<file path="src/rtl/pio_pkg.sv">
// Shared definitions for the PIO edge-capture block: bus width and register offsets.
package pio_pkg;

    localparam int unsigned BUS_W  = 32;
    localparam int unsigned ADDR_W = 3;

    typedef enum logic [ADDR_W-1:0] {
        REG_DATA_IN  = 3'd0,
        REG_DATA_OUT = 3'd1,
        REG_OUT_SET  = 3'd2,
        REG_OUT_CLR  = 3'd3,
        REG_IRQ_MASK = 3'd4,
        REG_EDGE_CAP = 3'd5,
        REG_RISE_EN  = 3'd6,
        REG_FALL_EN  = 3'd7
    } pio_reg_e;

endpackage

</file>
<file path="src/rtl/pio_in_filter.sv">
// Input path: 2-flop synchroniser, optional tick prescaler and two-tick agreement filter.
module pio_in_filter #(
    parameter int unsigned WIDTH        = 32,
    parameter int unsigned DEBOUNCE_DIV = 0
) (
    input  logic             clk_clk,
    input  logic             reset_reset,
    input  logic [WIDTH-1:0] pin,
    output logic [WIDTH-1:0] filt,
    output logic [WIDTH-1:0] filt_nxt_c
);

    logic [WIDTH-1:0] s1;
    logic [WIDTH-1:0] s2;

    always_ff @(posedge clk_clk or posedge reset_reset) begin
        if (reset_reset) begin
            s1 <= '0;
            s2 <= '0;
        end else begin
            s1 <= pin;
            s2 <= s1;
        end
    end

    generate
        if (DEBOUNCE_DIV == 0) begin : g_bypass
            assign filt_nxt_c = s2;
        end else begin : g_debounce
            localparam int unsigned PRE_W = (DEBOUNCE_DIV > 1) ? $clog2(DEBOUNCE_DIV) : 1;

            logic [PRE_W-1:0] pre;
            logic [WIDTH-1:0] samp;
            logic [WIDTH-1:0] agree_c;
            logic             tick_c;

            assign tick_c  = (pre == PRE_W'(DEBOUNCE_DIV - 1));
            assign agree_c = ~(s2 ^ samp);

            always_ff @(posedge clk_clk or posedge reset_reset) begin
                if (reset_reset) begin
                    pre  <= '0;
                    samp <= '0;
                end else begin
                    pre <= tick_c ? '0 : pre + PRE_W'(1);
                    if (tick_c) begin
                        samp <= s2;
                    end
                end
            end

            // a bit only follows s2 when the last two tick samples agree
            assign filt_nxt_c = tick_c ? ((filt & ~agree_c) | (s2 & agree_c)) : filt;
        end
    endgenerate

    always_ff @(posedge clk_clk or posedge reset_reset) begin
        if (reset_reset) begin
            filt <= '0;
        end else begin
            filt <= filt_nxt_c;
        end
    end

endmodule

</file>
<file path="src/rtl/pio_edge_capture.sv">
// PIO with output set/clear, filtered inputs, per-bit edge capture and masked level interrupt.
module pio_edge_capture
    import pio_pkg::*;
#(
    parameter int unsigned WIDTH        = 32,
    parameter int unsigned DEBOUNCE_DIV = 0
) (
    input  logic              clk_clk,
    input  logic              reset_reset,
    input  logic [ADDR_W-1:0] avs_address,
    input  logic              avs_read,
    output logic [BUS_W-1:0]  avs_readdata,
    input  logic              avs_write,
    input  logic [BUS_W-1:0]  avs_writedata,
    input  logic [WIDTH-1:0]  pio_in_export,
    output logic [WIDTH-1:0]  pio_out_export,
    output logic              irq
);

    logic [WIDTH-1:0] filt;
    logic [WIDTH-1:0] filt_nxt_c;
    logic [WIDTH-1:0] data_out;
    logic [WIDTH-1:0] irq_mask;
    logic [WIDTH-1:0] edge_cap;
    logic [WIDTH-1:0] rise_en;
    logic [WIDTH-1:0] fall_en;
    logic [WIDTH-1:0] wdata_c;
    logic [WIDTH-1:0] w1c_c;
    logic [WIDTH-1:0] new_edge_c;
    logic [BUS_W-1:0] rd_c;

    pio_in_filter #(
        .WIDTH        (WIDTH),
        .DEBOUNCE_DIV (DEBOUNCE_DIV)
    ) u_in_filter (
        .clk_clk     (clk_clk),
        .reset_reset (reset_reset),
        .pin         (pio_in_export),
        .filt        (filt),
        .filt_nxt_c  (filt_nxt_c)
    );

    generate
        if (WIDTH < BUS_W) begin : g_wdata_upper
            logic unused_wdata;
            assign unused_wdata = ^avs_writedata[BUS_W-1:WIDTH];
        end
    endgenerate

    assign wdata_c        = avs_writedata[WIDTH-1:0];
    assign pio_out_export = data_out;

    // edges are detected against the value filt is about to load, so capture lands on the same edge
    assign new_edge_c = (filt_nxt_c & ~filt & rise_en) | (~filt_nxt_c & filt & fall_en);
    assign w1c_c      = (avs_write && (avs_address == REG_EDGE_CAP)) ? wdata_c : '0;

    always_comb begin
        rd_c = '0;
        case (avs_address)
            REG_DATA_IN:  rd_c = BUS_W'(filt);
            REG_DATA_OUT: rd_c = BUS_W'(data_out);
            REG_IRQ_MASK: rd_c = BUS_W'(irq_mask);
            REG_EDGE_CAP: rd_c = BUS_W'(edge_cap);
            REG_RISE_EN:  rd_c = BUS_W'(rise_en);
            REG_FALL_EN:  rd_c = BUS_W'(fall_en);
            default:      rd_c = '0;
        endcase
    end

    always_ff @(posedge clk_clk or posedge reset_reset) begin
        if (reset_reset) begin
            data_out <= '0;
            irq_mask <= '0;
            rise_en  <= '0;
            fall_en  <= '0;
        end else if (avs_write) begin
            case (avs_address)
                REG_DATA_OUT: data_out <= wdata_c;
                REG_OUT_SET:  data_out <= data_out | wdata_c;
                REG_OUT_CLR:  data_out <= data_out & ~wdata_c;
                REG_IRQ_MASK: irq_mask <= wdata_c;
                REG_RISE_EN:  rise_en  <= wdata_c;
                REG_FALL_EN:  fall_en  <= wdata_c;
                default:      ;
            endcase
        end
    end

    // a new edge overrides a same-cycle write-1-to-clear
    always_ff @(posedge clk_clk or posedge reset_reset) begin
        if (reset_reset) begin
            edge_cap     <= '0;
            irq          <= 1'b0;
            avs_readdata <= '0;
        end else begin
            edge_cap <= (edge_cap & ~w1c_c) | new_edge_c;
            irq      <= |(edge_cap & irq_mask);
            if (avs_read) begin
                avs_readdata <= rd_c;
            end
        end
    end

endmodule

</file>
<file path="config.mk">
export PLATFORM = sky130hd
export DESIGN_NAME = pio_edge_capture
export DESIGN_NICKNAME = d
export VERILOG_FILES = /design/src/rtl/pio_pkg.sv /design/src/rtl/pio_in_filter.sv /design/src/rtl/pio_edge_capture.sv
export SDC_FILE = /design/constraint.sdc
export NUM_CORES = 1
export LEC_CHECK = 0
export ABC_CLOCK_PERIOD_IN_PS = 19000
export CORE_ASPECT_RATIO = 0.5
export CORE_MARGIN = 2
export CORE_UTILIZATION = 40
export CTS_CLUSTER_SIZE = 14
export DETAILED_ROUTE_END_ITERATION = 8
export PLACE_DENSITY = 0.7
export SLEW_MARGIN = 20
export SYNTH_ARGS = -nofsm -noshare
export SYNTH_HDL_FRONTEND = slang
export SYNTH_SLANG_ARGS = --single-unit
</file>
<file path="constraint.sdc">
create_clock -name clk_clk -period 19 [get_ports clk_clk]
set_clock_uncertainty 0.05 [all_clocks]
set_input_delay 3.8 -clock clk_clk [delete_from_list [all_inputs] [get_ports clk_clk]]
set_output_delay 3.8 -clock clk_clk [all_outputs]
set_load 0.02 [all_outputs]
</file>
==> run_1/wire_density.png <==
(2 px per um) The die is cut into 25 by 13 equal tiles; white is low, dark blue is high, scaled to the fullest tile. Values are wire area over tile area, all layers added.
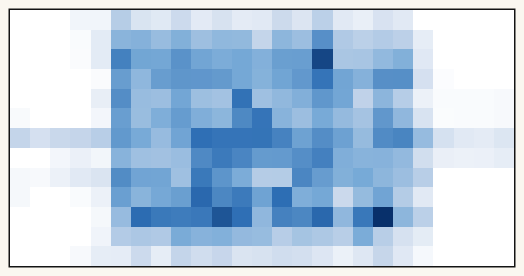
mean over tiles: 0.16
densest ninth of the die: centre
tiles over half the peak: 25%

==> run_1/port_nets.png <==
(2 px per um)
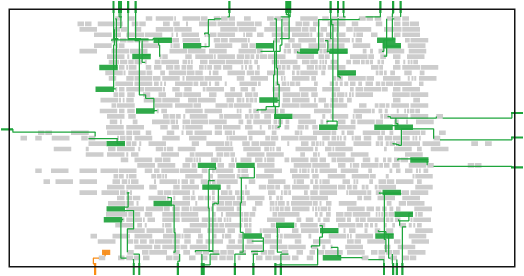
| colour | port | direction | end cells | wire |
|---|---|---|---|---|
| green | avs_readdata | output | 32 | 1,500 um |
| orange | reset_reset | input | 1 | 9.30 um |

==> run_1/final_congestion.png <==
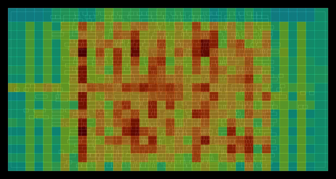
met1 GRT Util: 27.98%
gr busiest metal: met2

==> run_results.csv, run 1 <==
group,metric,value,unit
yosys,top_cell,"dfrtp_1",
timing,hold_viol,0,
global_route,grt_usage,20.15,%
yosys,area_leaders,"dfrtp_1 59%, mux2_2 11%, nand2_1 4.1%, a32o_1 2.6%, a21oi_1 2.1%",
yosys,edf_count,0,
setup_path,crit_type,"in -> reg",
setup_path,cp-start-kind,"primary input",
timing,period_minus_slack,6694,ps
routing,ant_nets,0,
flow_run,drv_cap,0,
routing,drt_pre_antenna_iters,5,
setup_path,required,19420,ps
timing,worst_slew_pin_slew,1094,ps
cells_and_area,fill_cells,2607,
routing,via_count,8851,
yosys,yosysTopAreaCell,"dfrtp_1",
yosys,common_cells,"289 x dfrtp_1, 135 x nand2_1, 121 x mux2_2",
placed_design,place_hpwl,20690,um
setup_path,cp.arrival,7110,ps
routing,wl,32640,um
timing,tns,0,ps
global_route,grt_overflow_total,0,
cells_and_area,drive_gt1_share,16.99,%
setup_path,crit_path_max_fanout,68,
clock_tree,clkTransAtPathRegs,60,ps
clock_tree,cts_made_buffers,27,
cells_and_area,layout.cells.non_filler,1517,
floorplanning,die_h,128,um
clock_tree,worst_skew_pair.late_latency,540,ps
cells_and_area,nets,1174,
yosys,top_area_share,58.79,%
run_status,status,"completed",
clock_tree,root_buffer,"clkbuf_16",
floorplanning,die_area,32260,um^2
routing,drtIter0Drc,754,
yosys,synth_area_per_cell,12.46,um^2
power,fin_total_pwr,1.641,mW
timing,setup_viol,0,
cells_and_area,logic_area,4636,um^2
floorplanning,rows,45,
timing,maxSlewViolCount,0,
min_path,hold_path_class,"reg -> reg",
cells_and_area,area_growth,20.31,%
timing,post-route-period-util,35.23,%
cells_and_area,flop_area,7232,um^2
floorplanning,ios,136,
floorplanning,core,30290,um^2
yosys,syn_nets,1058,
clock_tree,htree_levels,1,
power,irDropWorstVdd,70.20,uV
clock_tree,postCtsSetupRepairBufs,0,
yosys,ys_warn_count,0,
placed_design,placed_area,13890,um^2
yosys,flop_cell,"dfrtp_1",
global_route,antenna_found_initial,0,
global_route,grt_use_met3,2.985,%
placed_design,placed_cells,1473,
timing,hold-worst-slack,290.7,ps
yosys,synth_area,12300,um^2
clock_tree,ctsHoldBuffers,0,
yosys,ys_ff,289,
timing,fmax,149.4,MHz
global_route,met2_usage,32.33,%
setup_path,setup.worst_path.end_class,"flop",
clock_tree,clockBufferDepth,3,
global_route,grt_pass1_vias,9070,
yosys,yosysCellCount,987,
power,leakagePower,6.068,nW
timing,rsz0062_at_grt,"no",
global_route,grt_max_degree,144,
yosys,synth_async_sr_flop_share,100.0,%
cells_and_area,fin_area,14800,um^2
floorplanning,fp_util,40.61,%
routing,drc_errors,0,
cells_and_area,final_util,48.86,%
yosys,yosysChipArea,12300,um^2
routing,via_per_inst,5.835,
placed_design,port_buffers,135,
clock_tree,clock_sinks,289,
yosys,synthDistinctLibCells,44,
yosys,synthCells,987,
clock_tree,ctsResizeCount,0,
routing,wl_per_cell,21.52,um
placed_design,gp_congestion,0.8473,
global_route,grt_pass1_wl,51130,um
clock_tree,cts_tree,"done",
timing,fin_ws,12310,ps
floorplanning,die_x,252.0,um
power,power_density,110.9,nW/um^2
placed_design,preCtsSetupSlack,11840,ps
flow_run,warning_count,28,
timing,slew_headroom,26.85,%
cells_and_area,diodes,0,
yosys,postSynthSeqShare,58.79,%
## run 1: layer usage
layer	wire [um]	vias up
met5	0	-
li1	-	3880
met4	1020	0
met2	15370	328
met3	1908	73
met1	14340	4570
## run 1: layout by cell type, fill, tap and decap left out, types with 17 or more instances in the layout
master and n:
a22o_1 18, a22oi_1 29, o211ai_1 33, nand2_1 134
a21oi_1 51, a32o_1 32, clkdlybuf4s50_1 133, dfrtp_1 289
nor2b_1 29, mux2_2 121, clkbuf_16 27, o32ai_1 23
a221oi_1 20, nand2b_1 17, nand3b_1 31
## run 1: layout make-up
class                           count  area share, %
Timing Repair Buffer              148          9.740
Clock inverter                      9         0.9976
Inverter                           18         0.5242
Clock buffer                       35          5.174
Tap cell                          399          3.373
Sequential cell                   289          48.87
Multi-Input combinational cell    619          31.32
## run 1: sequential cells by signal, summed over array words and instances, names as in the netlist
| name | cells |
|---|---|
| avs_readdata | 32 |
| edge_cap | 32 |
| fall_en | 32 |
| irq_mask | 32 |
| pio_out_export | 32 |
| rise_en | 32 |
| u_in_filter.filt | 32 |
| u_in_filter.filt_nxt_c | 32 |
| u_in_filter.s1 | 32 |
| irq | 1 |
## run 1: cell families after synthesis
group,count (synthesis),synth area share [%]
flip-flops,289,58.79
AND/OR/NAND/NOR,239,9.806
buffers and inverters,79,3.550
AND-OR/OR-AND,234,14.41
multiplexers,146,13.44
## run 1: report_power, final
group	switching, mW	leakage [nW]	internal [mW]
logic	0.134	2.22	0.151
registers	0.0858	3.39	0.705
clock network	0.231	0.451	0.335
total	0.451	6.07	1.19
## run 1: worst max-delay path, stage by stage
cell and delay (ps):
buf_4 420, buf_4 710, nor2_4 150, nor3b_4 840, buf_4 410, o31a_4 520, a22o_1 220
## run 1: worst paths after layout
path	to	slack, ps	cells after the start	from
max	pio_out_export[31]$_DFFE_PP0P_	12310	7	avs_address[0]
min	u_in_filter.filt_nxt_c[23]$_DFF_PP0_	290	0	u_in_filter.s1[23]$_DFF_PP0_
max reg2reg	irq$_DFF_PP0_	17430	3	edge_cap[2]$_DFF_PP0_
min reg2reg	u_in_filter.filt_nxt_c[23]$_DFF_PP0_	290	0	u_in_filter.s1[23]$_DFF_PP0_
max in group asynchronous	u_in_filter.filt_nxt_c[14]$_DFF_PP0_	13500	3	reset_reset
min in group asynchronous	u_in_filter.s1[23]$_DFF_PP0_	3800	2	reset_reset
==> run 2: changes to the inputs <==
--- a/config.mk
+++ b/config.mk
@@ -5,7 +5,7 @@
 export SDC_FILE = /design/constraint.sdc
 export NUM_CORES = 1
 export LEC_CHECK = 0
-export ABC_CLOCK_PERIOD_IN_PS = 19000
+export ABC_CLOCK_PERIOD_IN_PS = 6250
 export CORE_ASPECT_RATIO = 0.5
 export CORE_MARGIN = 2
 export CORE_UTILIZATION = 40
==> constraint.sdc (replaced) <==
create_clock -name clk_clk -period 6.25 [get_ports clk_clk]
set_clock_uncertainty 0.05 [all_clocks]
set_input_delay 1.25 -clock clk_clk [delete_from_list [all_inputs] [get_ports clk_clk]]
set_output_delay 1.25 -clock clk_clk [all_outputs]
set_load 0.02 [all_outputs]
==> run_2/clock_map.png <==
(2 px per um)
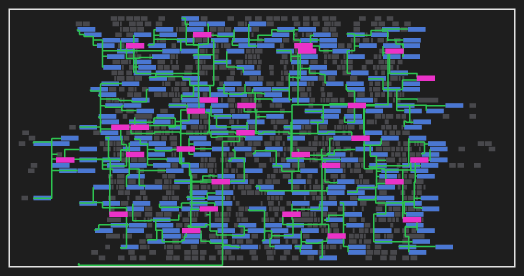
[blue] flip-flops | count: 289
[green] clock wires | length: 3,490 um
[magenta] cells driving clock nets | count: 28
routed clock nets: 29

==> run 2 against run 1 <==
Against the previous run: critical path depth down 2; synthesized cell count unchanged; sequential power rose to 3.0 times the previous value; clock power rose to 3.1 times the previous value; die area unchanged; first-iteration DRC count is 13% higher; critical endpoint is now rise_en[3]$_DFFE_PP0P_.
==> run_results.csv, run 2 <==
group,metric,value,unit
run_status,status,"completed",
yosys,ys_ff,289,
setup_path,crit_buf_inv,3,
clock_tree,clock_sinks,289,
placed_design,gp_congestion,0.8680,
yosys,top_cell,"dfrtp_1",
routing,drc_errors,0,
cells_and_area,mostFrequentLayoutCell,"dfrtp_1",
yosys,common_cells,"289 x dfrtp_1, 135 x nand2_1, 121 x mux2_2",
yosys,ys_warn_count,0,
clock_tree,ctsResizeCount,0,
clock_tree,cts_made_buffers,28,
global_route,grt_overflow_total,0,
power,leakagePower,6.123,nW
cells_and_area,lay_top_cells,"289 x dfrtp_1, 135 x nand2_1, 133 x clkdlybuf4s50_1, 121 x mux2_2, 51 x a21oi_1",
cells_and_area,fill_cells,2628,
timing,hold_viol,0,
timing,slew_headroom,28.28,%
setup_path,cp_cell_sequence,"clkdlybuf4s50_1 -> buf_4 -> nand4_1 -> buf_4 -> mux2_2",
cells_and_area,fin_area,14910,um^2
yosys,yosysChipArea,12300,um^2
setup_path,cp-start-kind,"primary input",
setup_path,critPathSlowestCell,"clkdlybuf4s50_1",
yosys,area_leaders,"dfrtp_1 59%, mux2_2 11%, nand2_1 4.1%, a32o_1 2.6%, a21oi_1 2.1%",
floorplanning,core,30290,um^2
yosys,synth_async_sr_flop_share,100.0,%
timing,tns,0,ps
placed_design,placed_cells,1478,
routing,via_per_inst,5.870,
timing,period_minus_slack,3711,ps
clock_tree,worst_skew_pair.late_latency,550,ps
yosys,syn_nets,1058,
global_route,grt_max_degree,173,
placed_design,place_hpwl,21530,um
timing,fin_ws,2539,ps
clock_tree,root_buffer,"clkbuf_16",
min_path,hold_depth,0,
yosys,flop_cell,"dfrtp_1",
yosys,edf_count,0,
routing,wl_per_cell,21.91,um
yosys,synth_area,12300,um^2
placed_design,port_buffers,135,
floorplanning,die_h,128,um
power,power_density,339.4,nW/um^2
routing,wl,33480,um
cells_and_area,layout.cells.non_filler,1528,
yosys,yosysTopAreaCell,"dfrtp_1",
placed_design,preCtsSetupSlack,1995,ps
setup_path,crit_path_max_fanout,21,
routing,ant_nets,0,
setup_path,crit_family,"buffers and inverters",
timing,worst_slew_pin_slew,1076,ps
yosys,yosysCellCount,987,
yosys,yosys.area_share.aoi,14.41,%
yosys,synthDistinctLibCells,44,
yosys,synth_area_per_cell,12.46,um^2
setup_path,required,6620,ps
power,fin_total_pwr,5.062,mW
clock_tree,clockBufferDepth,3,
setup_path,crit_path_frequent_cell,"buf_4",
placed_design,placed_area,13940,um^2
flow_run,drv_cap,0,
yosys,mux_share,13.44,%
global_route,grt_pass1_vias,9233,
yosys,synthCells,987,
power,irDropWorstVdd,225.2,uV
setup_path,cp.arrival,4090,ps
yosys,postSynthSeqShare,58.79,%
clock_tree,clkTransAtPathRegs,70,ps
cells_and_area,area_growth,21.23,%
setup_path,cp_slowest_stage_delay,1010,ps
setup_path,crit_type,"in -> reg",
flow_run,warning_count,32,
floorplanning,rows,45,
cells_and_area,nets,1180,
yosys,simple_gate_share,9.806,%
clock_tree,cts_tree,"done",
global_route,antenna_found_initial,0,
yosys,synth_adder_area_share,0,%
setup_path,crit_cells,5,
setup_path,worst-r2r-cell-count,3,
timing,setup_viol,0,
yosys,yosys.area_share.xor_xnor,0,%
cells_and_area,drive_gt1_share,17.73,%
floorplanning,die_x,252.0,um
routing,via_count,8970,
min_path,hold_path_class,"reg -> reg",
floorplanning,die_area,32260,um^2
routing,drt_pre_antenna_iters,5,
clock_tree,ctsHoldBuffers,0,
global_route,grt_usage,20.92,%
timing,fmax,269.4,MHz
clock_tree,postCtsSetupRepairBufs,0,
setup_path,setup.worst_path.end_class,"flop",
timing,maxSlewViolCount,0,
floorplanning,fp_util,40.61,%
yosys,top_area_share,58.79,%
timing,post-route-period-util,59.38,%
floorplanning,ios,136,
timing,rsz0062_at_grt,"no",
routing,drtIter0Drc,852,
yosys,top_logic_kind,"AND-OR/OR-AND gates",
clock_tree,htree_levels,1,
global_route,grt_pass1_wl,52720,um
==> run_2/wire_density.png <==
(2 px per um) The die is cut into 25 by 13 equal tiles; white is low, dark blue is high, scaled to the fullest tile. Values are wire area over tile area, all layers added.
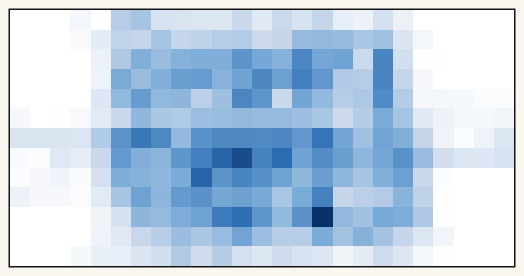
densest ninth of the die: centre
mean over tiles: 0.17
tiles over half the peak: 19%
emptiest ninth of the die: upper right

run 2: logic make-up (layout without fill, tap and decap cells):
family	count (synthesis)	count (layout)
AND-OR/OR-AND	234	234
buffers and inverters	79	220
flip-flops	289	289
multiplexers	146	146
other	0	1
AND/OR/NAND/NOR	239	239
run 2: layout make-up:
cell class / count / area, um^2 / area share [%]
diodes: 1 / 2.502 / 0.01678
clock buffers: 35 / 788.3 / 5.286
clock inverters: 14 / 176.4 / 1.183
inverters: 18 / 73.82 / 0.4950
multi-input cells: 619 / 4636 / 31.09
flip-flops and latches: 289 / 7232 / 48.50
well taps: 399 / 499.2 / 3.348
repair buffers: 153 / 1504 / 10.09
run 2: worst paths after layout:
path	start	to	slack, ps
max	avs_address[1]	rise_en[3]$_DFFE_PP0P_	2540
min	u_in_filter.s1[29]$_DFF_PP0_	u_in_filter.filt_nxt_c[29]$_DFF_PP0_	300
max reg2reg	irq_mask[8]$_DFFE_PP0P_	irq$_DFF_PP0_	4700
min reg2reg	u_in_filter.s1[29]$_DFF_PP0_	u_in_filter.filt_nxt_c[29]$_DFF_PP0_	300
max in group asynchronous	reset_reset	u_in_filter.filt[8]$_DFF_PP0_	4110
min in group asynchronous	reset_reset	rise_en[23]$_DFFE_PP0P_	1230
run 2: where the power goes:
group / switching [mW] / internal (mW)
clock network: 0.727 / 1.05
logic: 0.412 / 0.461
registers: 0.265 / 2.14
total: 1.40 / 3.66
run 2: layer usage:
metal  up-vias  routed length (um)  GRT usage, %
li1       3888                   -             -
met1      4701               14780         28.70
met2       316               15910         34.16
met3        65                2051         4.142
met4         0                 745         5.778
met5         -                   0             0
run 2: stage by stage:
step | util (%) | hold WS, ps
final | 49.23 | 295.2
after floorplan | - | 281.2
after global placement | 46.03 | 283.4
after CTS | 49.22 | 298.5
after detailed placement | 46.03 | 284.7
after global routing | 49.22 | 300.1
==> run 3: changes to the inputs <==
--- a/config.mk
+++ b/config.mk
@@ -5,13 +5,13 @@
 export SDC_FILE = /design/constraint.sdc
 export NUM_CORES = 1
 export LEC_CHECK = 0
-export ABC_CLOCK_PERIOD_IN_PS = 6250
+export ABC_CLOCK_PERIOD_IN_PS = 3200
 export CORE_ASPECT_RATIO = 0.5
 export CORE_MARGIN = 2
 export CORE_UTILIZATION = 40
 export CTS_CLUSTER_SIZE = 14
 export DETAILED_ROUTE_END_ITERATION = 8
-export PLACE_DENSITY = 0.7
+export PLACE_DENSITY = 0.72
 export SLEW_MARGIN = 20
 export SYNTH_ARGS = -nofsm -noshare
 export SYNTH_HDL_FRONTEND = slang
==> constraint.sdc (replaced) <==
create_clock -name clk_clk -period 3.2 [get_ports clk_clk]
set_clock_uncertainty 0.05 [all_clocks]
set_input_delay 0.64 -clock clk_clk [delete_from_list [all_inputs] [get_ports clk_clk]]
set_output_delay 0.64 -clock clk_clk [all_outputs]
set_load 0.02 [all_outputs]
==> run_3/port_nets.png <==
(2 px per um)
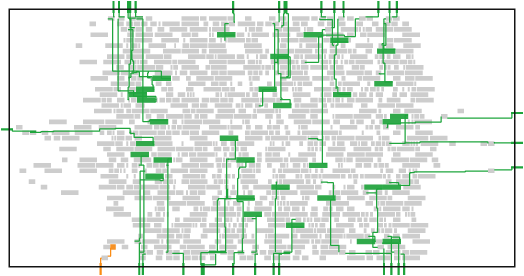
| colour | port | direction | end cells | wire |
|---|---|---|---|---|
| green | avs_readdata | output | 32 | 1,850 um |
| orange | reset_reset | input | 1 | 9.50 um |

==> run 3 against run 2 <==
Against the previous run: area after synthesis did not move; register-to-register slack lost 3200 ps; sequential power is 95% higher; sequential cell count unchanged; first-iteration DRC count is 19% lower; worst hold slack got worse by 20 ps; synthesized cell count did not move; critical path depth fell by 4; via count is 0.84% lower; clock power increased by 100%.
==> run_results.csv, run 3 <==
group,metric,value,unit
cells_and_area,drive_gt1_share,18.60,%
timing,fmax,427.8,MHz
cells_and_area,lay_top_cells,"289 x dfrtp_1, 135 x nand2_1, 133 x clkdlybuf4s50_1, 121 x mux2_2, 51 x a21oi_1",
floorplanning,fp_util,40.61,%
placed_design,port_buffers,135,
clock_tree,root_buffer,"clkbuf_16",
global_route,grt_pass1_vias,9171,
routing,drtIter0Drc,687,
setup_path,required,2510,ps
routing,drt_pre_antenna_iters,5,
clock_tree,worst_skew_pair.late_latency,550,ps
floorplanning,ios,136,
power,irDropWorstVdd,407.1,uV
min_path,hold_path_class,"in -> async",
placed_design,gp_congestion,0.8840,
yosys,syn_nets,1058,
routing,via_count,8895,
global_route,antenna_found_initial,0,
yosys,edf_count,0,
setup_path,cp.arrival,1650,ps
timing,maxSlewViolCount,0,
setup_path,cp-start-kind,"flop",
setup_path,crit_path_max_fanout,4,
routing,via_per_inst,5.761,
setup_path,crit_buf_inv,1,
power,fin_total_pwr,10.01,mW
routing,drc_errors,0,
yosys,top_cell,"dfrtp_1",
global_route,grt_pass1_wl,52180,um
clock_tree,clkTransAtPathRegs,70,ps
floorplanning,core,30290,um^2
setup_path,crit_end,"pio_out_export[29]",
clock_tree,htree_levels,1,
yosys,yosysTopAreaCell,"dfrtp_1",
global_route,grt_overflow_total,0,
setup_path,rr_endpoint,"irq$_DFF_PP0_",
setup_path,crit_cells,1,
floorplanning,rows,45,
cells_and_area,mostFrequentLayoutCell,"dfrtp_1",
timing,hold-worst-slack,274.7,ps
timing,worst_slew_pin_slew,674.0,ps
setup_path,critPathSlowestCell,"clkdlybuf4s50_1",
floorplanning,die_h,128,um
setup_path,cp_slowest_stage_delay,650,ps
cells_and_area,area_growth,22.85,%
clock_tree,clockBufferDepth,3,
timing,hold_viol,0,
flow_run,warning_count,29,
setup_path,ff2ff_setup_slack,1550,ps
placed_design,preCtsSetupSlack,467.1,ps
yosys,synthCells,987,
timing,setup_viol,0,
timing,period_minus_slack,2337,ps
clock_tree,cts_tree,"done",
setup_path,worst-r2r-cell-count,3,
power,leakagePower,6.229,nW
clock_tree,ctsResizeCount,0,
timing,post-route-period-util,73.05,%
floorplanning,die_area,32260,um^2
flow_run,drv_cap,0,
cells_and_area,fill_cells,2581,
cells_and_area,final_util,49.88,%
setup_path,timing.rr.start,"irq_mask[2]$_DFFE_PP0P_",
global_route,grt_max_degree,117,
yosys,synth_area_per_cell,12.46,um^2
yosys,top_area_share,58.79,%
global_route,grt_usage,20.76,%
setup_path,startpoint,"pio_out_export[29]$_DFFE_PP0P_",
floorplanning,die_x,252.0,um
setup_path,setup.worst_path.end_class,"output port",
setup_path,cp_cell_sequence,"clkdlybuf4s50_1",
setup_path,crit_type,"reg -> out",
routing,wl_per_cell,21.68,um
yosys,yosysChipArea,12300,um^2
cells_and_area,nets,1195,
power,power_density,662.1,nW/um^2
timing,rsz0062_at_grt,"no",
timing,slew_headroom,55.07,%
setup_path,crit_family,"buffers and inverters",
run_status,status,"completed",
routing,ant_nets,0,
yosys,postSynthSeqShare,58.79,%
yosys,ys_ff,289,
routing,wl,33480,um
timing,tns,0,ps
yosys,synth_async_sr_flop_share,100.0,%
cells_and_area,diodes,0,
clock_tree,clock_sinks,289,
clock_tree,cts_made_buffers,28,
yosys,area_leaders,"dfrtp_1 59%, mux2_2 11%, nand2_1 4.1%, a32o_1 2.6%, a21oi_1 2.1%",
placed_design,place_hpwl,22460,um
yosys,synthDistinctLibCells,44,
yosys,flop_cell,"dfrtp_1",
yosys,yosysCellCount,987,
clock_tree,ctsHoldBuffers,0,
timing,fin_ws,862.5,ps
clock_tree,postCtsSetupRepairBufs,0,
yosys,common_cells,"289 x dfrtp_1, 135 x nand2_1, 121 x mux2_2",
yosys,ys_warn_count,0,
yosys,synth_area,12300,um^2
==> run_3/wire_density.png <==
(2 px per um) The die is cut into 25 by 13 equal tiles; white is low, dark blue is high, scaled to the fullest tile. Values are wire area over tile area, all layers added.
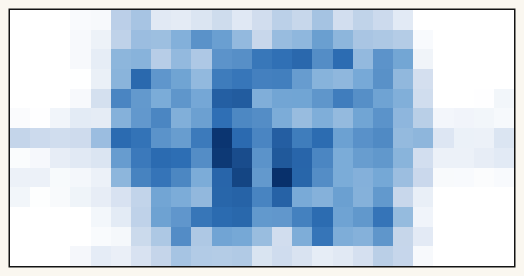
tiles over half the peak: 32%
emptiest ninth of the die: lower left
fullest tile: 0.50
densest ninth of the die: centre
nearly empty tiles: 20%
mean over tiles: 0.16

run 3: cell types whose count changed in the layout (fill, tap and decap cells not counted):
cell      delta
clkbuf_8     +4
clkinv_2     -4
nor2b_1      +1
diode_2      -1
buf_12       +4
inv_6        +1
clkinv_4     -1
nor2b_2      -1
and4b_2      -1
clkbuf_1     +2
and4b_1      +1
buf_4       +11
run 3: logic make-up after synthesis:
family                 synth area share (%)
muxes                                 13.44
buffers and inverters                 3.550
DFF                                   58.79
AOI/OAI and AO/OA                     14.41
and+or+nand+nor                       9.806
run 3: how the worst min path moves through the flow:
stage	start	endpoint	slack, ps	depth (start not counted)
floorplan	u_in_filter.s1[0]$_DFF_PP0_	u_in_filter.filt_nxt_c[0]$_DFF_PP0_	280	0
global placement	u_in_filter.s1[1]$_DFF_PP0_	u_in_filter.filt_nxt_c[1]$_DFF_PP0_	280	0
detailed placement	u_in_filter.s1[14]$_DFF_PP0_	u_in_filter.filt_nxt_c[14]$_DFF_PP0_	280	0
CTS	reset_reset	u_in_filter.s1[23]$_DFF_PP0_	260	2
global route	reset_reset	u_in_filter.s1[23]$_DFF_PP0_	270	2
finish	reset_reset	u_in_filter.s1[23]$_DFF_PP0_	270	2
run 3: per-stage QoR:
step	std cells	cell area (um^2)
6_report	1544	15110
5_1_grt	1544	15110
4_1_cts	1544	15110
3_5_place_dp	1493	14100
3_3_place_gp	1493	14100
2_1_floorplan	987	12300
run 3: area by class of cell:
cell class	count	area (um^2)	share of cell area (%)
timing repair buffer	168	1667	11.03
sequential	289	7232	47.86
tap	399	499.2	3.304
multi-input combinational	619	4632	30.65
inverter	18	73.82	0.4885
clock inverter	10	156.4	1.035
clock buffer	41	850.8	5.631
run 3: metal layers:
| layer | share of wire [%] | vias up | routed length (um) | GRT usage [%] |
|---|---|---|---|---|
| met5 | 0 | - | 0 | 0 |
| met4 | 2.6 | 0 | 857 | 6.300 |
| li1 | - | 3931 | - | - |
| met3 | 5.1 | 65 | 1705 | 3.147 |
| met2 | 48 | 290 | 16090 | 34.31 |
| met1 | 44 | 4609 | 14820 | 28.52 |
run 3: power breakdown:
group	leakage (nW)	internal [mW]	switching [mW]
Clock	0.496	2.16	1.41
Sequential	3.39	4.19	0.526
Combinational	2.34	0.916	0.806
Total	6.23	7.26	2.74
Power figures rest on the tool's default switching activity, not on a simulated workload.
